==> config.mk <==
export PLATFORM = sky130hd
export DESIGN_NAME = controlador_sequenciador
export DESIGN_NICKNAME = d
export VERILOG_FILES = /design/src/rtl/controlador_sequenciador.sv
export SDC_FILE = /design/constraint.sdc
export NUM_CORES = 1
export LEC_CHECK = 0
export ABC_AREA = 1
export CAP_MARGIN = 20
export CORE_MARGIN = 3
export CORE_UTILIZATION = 30
export CTS_CLUSTER_SIZE = 16
export DETAILED_ROUTE_END_ITERATION = 8
export PLACE_DENSITY = 0.76
export RECOVER_POWER = 100
export SLEW_MARGIN = 20
export SYNTH_ARGS = -nofsm -noshare
export SYNTH_HDL_FRONTEND = slang
export SYNTH_SLANG_ARGS = --single-unit
==> constraint.sdc <==
create_clock -name clk -period 4.3 [get_ports clk]
set_clock_uncertainty 0.2 [all_clocks]
set_input_delay 0.86 -clock clk [delete_from_list [all_inputs] [get_ports clk]]
set_output_delay 0.86 -clock clk [all_outputs]
set_load 0.1 [all_outputs]
==> src/rtl/controlador_sequenciador.sv <==
`default_nettype none
// ============================================================================
// Module   : controlador_sequenciador
// Brief    : SAP-1 controller-sequencer; six-state one-hot ring counter plus
//            opcode decode producing the 12-bit control word and halt flag.
// Revision : 1.0
// ============================================================================
module controlador_sequenciador #(
    parameter logic [3:0] OP_LDA = 4'b0000,
    parameter logic [3:0] OP_ADD = 4'b0001,
    parameter logic [3:0] OP_SUB = 4'b0010,
    parameter logic [3:0] OP_OUT = 4'b1110,
    parameter logic [3:0] OP_HLT = 4'b1111
) (
    input  logic       clk,
    input  logic       clr_n,
    input  logic [3:0] opcode,
    output logic       cp,
    output logic       ep,
    output logic       lm,
    output logic       ce,
    output logic       li,
    output logic       ei,
    output logic       la,
    output logic       ea,
    output logic       su,
    output logic       eu,
    output logic       lb,
    output logic       lo,
    output logic       hlt,
    output logic [5:0] t_estado
);

    // One-hot encoding: bits [5:0] double as the visible ring state.
    typedef enum logic [6:0] {
        S_T1   = 7'b0000001,
        S_T2   = 7'b0000010,
        S_T3   = 7'b0000100,
        S_T4   = 7'b0001000,
        S_T5   = 7'b0010000,
        S_T6   = 7'b0100000,
        S_HALT = 7'b1000000
    } state_t;

    state_t state_q;
    state_t state_d;

    logic w_op_mem;

    assign w_op_mem = (opcode == OP_LDA) || (opcode == OP_ADD) || (opcode == OP_SUB);

    always_comb begin
        state_d = S_T1;
        case (state_q)
            S_T1:    state_d = S_T2;
            S_T2:    state_d = S_T3;
            S_T3:    state_d = S_T4;
            S_T4:    state_d = (opcode == OP_HLT) ? S_HALT : S_T5;
            S_T5:    state_d = S_T6;
            S_T6:    state_d = S_T1;
            S_HALT:  state_d = S_HALT;
            default: state_d = S_T1;
        endcase
    end

    always_ff @(posedge clk or negedge clr_n) begin
        if (!clr_n) begin
            state_q <= S_T1;
        end else begin
            state_q <= state_d;
        end
    end

    always_comb begin
        cp = 1'b0;
        ep = 1'b0;
        lm = 1'b0;
        ce = 1'b0;
        li = 1'b0;
        ei = 1'b0;
        la = 1'b0;
        ea = 1'b0;
        su = 1'b0;
        eu = 1'b0;
        lb = 1'b0;
        lo = 1'b0;
        case (state_q)
            S_T1: begin
                ep = 1'b1;
                lm = 1'b1;
            end
            S_T2: begin
                cp = 1'b1;
            end
            S_T3: begin
                ce = 1'b1;
                li = 1'b1;
            end
            S_T4: begin
                if (w_op_mem) begin
                    ei = 1'b1;
                    lm = 1'b1;
                end else if (opcode == OP_OUT) begin
                    ea = 1'b1;
                    lo = 1'b1;
                end
            end
            S_T5: begin
                if (opcode == OP_LDA) begin
                    ce = 1'b1;
                    la = 1'b1;
                end else if ((opcode == OP_ADD) || (opcode == OP_SUB)) begin
                    ce = 1'b1;
                    lb = 1'b1;
                end
            end
            S_T6: begin
                if ((opcode == OP_ADD) || (opcode == OP_SUB)) begin
                    eu = 1'b1;
                    la = 1'b1;
                    su = (opcode == OP_SUB);
                end
            end
            default: begin
            end
        endcase
    end

    assign hlt      = state_q[6];
    assign t_estado = state_q[5:0];

endmodule
`default_nettype wire

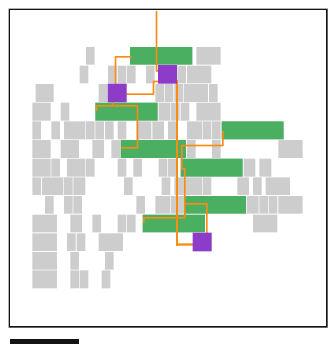
*Clock network drawn from the DEF*
Bar = 10 µm.
- cells driving clock nets: purple (count 3)
- clock wires: orange (length 108 µm)
- flip-flops: green (count 7)
- routed clock nets: 4
Latency at later pin: 250 ps

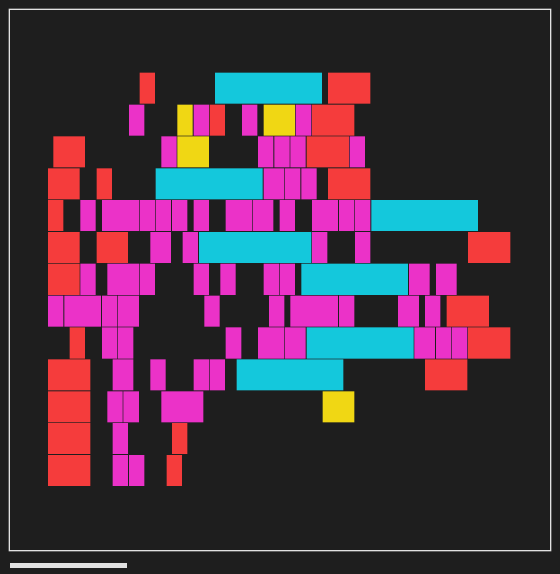
*Placed cells, one colour a class*
Bar = 10 µm.
- clock drivers and dummy loads: yellow (cells 4)
- other buffers and delay cells: red (cells 24)
- flip-flops: cyan (cells 7)
- all other logic: magenta (cells 65)

[layer usage]
| layer | GRT usage [%] | part of all wire (%) |
|---|---|---|
| met2 | 20.05 | 47 |
| met1 | 14.59 | 46 |
| met3 | 1.172 | 5.4 |
| met4 | 6.818 | 2.1 |
| met5 | 0 | 0 |
[Yosys cell counts, drive strengths merged]
| master | number | area (µm²) |
|---|---|---|
| dfrtp | 6 | 150.1 |
| nand3 | 8 | 45.04 |
| inv | 18 | 67.56 |
| buf | 1 | 7.510 |
| nor2 | 22 | 97.59 |
| dfstp | 1 | 26.28 |
| nand2 | 11 | 43.80 |
| nand3b | 1 | 7.510 |
| nor3 | 1 | 10.01 |
| o21ai | 4 | 27.53 |
[per-stage QoR]
| step | setup WS [ps] | cells | hold slack, ps | instance area (µm²) |
|---|---|---|---|---|
| after floorplan | 161.8 | 73 | 364.4 | 483.0 |
| after global placement | 1099 | 111 | 405.1 | 704.4 |
| after detailed placement | 1082 | 111 | 411.8 | 704.4 |
| after CTS | 1071 | 115 | 417.3 | 730.7 |
| after global routing | 496.2 | 115 | 445.7 | 696.9 |
| final | 569.0 | 115 | 408.9 | 696.9 |
[logic make-up after synthesis]
logic type / Yosys count / synth area share [%]
compound gates: 4 / 5.700
simple gates: 43 / 42.23
flops: 7 / 36.53
buf+inv: 19 / 15.54
[layout make-up]
class | instances | share of cell area [%]
Inverter | 18 | 9.695
Sequential cell | 7 | 25.31
Multi-Input combinational cell | 47 | 32.14
Clock buffer | 4 | 3.770
Tap cell | 15 | 2.693
Timing Repair Buffer | 24 | 26.39
[worst max-delay path by stage]
stage / startpoint / to / slack, ps / cells past startpoint
floorplan: state_q[3] / lo / 160 / 7
global placement: opcode[3] / lm / 1100 / 7
detailed placement: opcode[3] / lm / 1080 / 7
CTS: opcode[3] / lm / 1070 / 7
global route: opcode[3] / ce / 500 / 5
finish: opcode[1] / ce / 570 / 5
[worst max-delay path: cells and delay by family]
family / cells / cell delay [ps]
buffers and inverters: 2 / 1450
AND/OR/NAND/NOR: 2 / 220
AND-OR/OR-AND: 1 / 140
==> metrics.yaml <==
largest_reg_flops: 7
finalCriticalPeriod_ps: 3731
cts_resized: 0
clockBufferDepth: 2
holdCritStartpoint: "state_q[6]"
die.size.y_um: 46.13
antenna_found_initial: 0
syn_nets: 79
cts-root-buf: "clkbuf_4"
grt_max_degree: 8
io_buffers: 24
yosysWarningCount: 0
fp_util_pct: 34.53
antenna_cells: 0
reg2reg_to: "state_q[0]"
fp.coreArea_um2: 1399
dieArea_um2: 2128
fmax_mhz: 268.0
dpl.hpwl_um: 937.9
grt_pass1_vias: 469
cts.clk_slew.worst_paths_ps: 50
tightest_slew_ps: 1168
syn_area_um2: 483.0
mostFrequentLayoutCells: "nor2_1 (19), inv_1 (17), nand2_1 (10)"
ys_chip_area_um2: 483.0
drive_above_1_share_pct: 17.00
status: "completed"
routed_wirelength_um: 1082
die_x_um: 46.13
cts_buffers: 3
setup_viol: 0
crit_top_cell: "nand2_1"
grt.total_usage_pct: 11.93
period_used_pct: 86.77
vias: 512
crit_fanout: 4
crit_path_start_kind: "primary input"
ys_seq_share_pct: 36.53
warnings: 26
cts_hold_buf: 0
syn_to_final_growth_pct: 44.30
cap_viol_max_count: 0
syn_avg_cell_area_um2: 6.616
cts_tree: "done"
regArea_um2: 176.4
final-comb-area_um2: 224.0
hold_viol: 0
slowest_delay_ps: 870
timing.rr.start: "state_q[6]"
grt_overflow: 0
reg.largest.list: "state_q x7"
vias_per_cell: 4.452
drv_slew: 0
nets: 107
hold-path-endpoint: "state_q[6]"
ys_cells: 73
drc: 0
wl_per_cell_um: 9.409
gp_congestion: 0.6947
whs_path_depth: 2
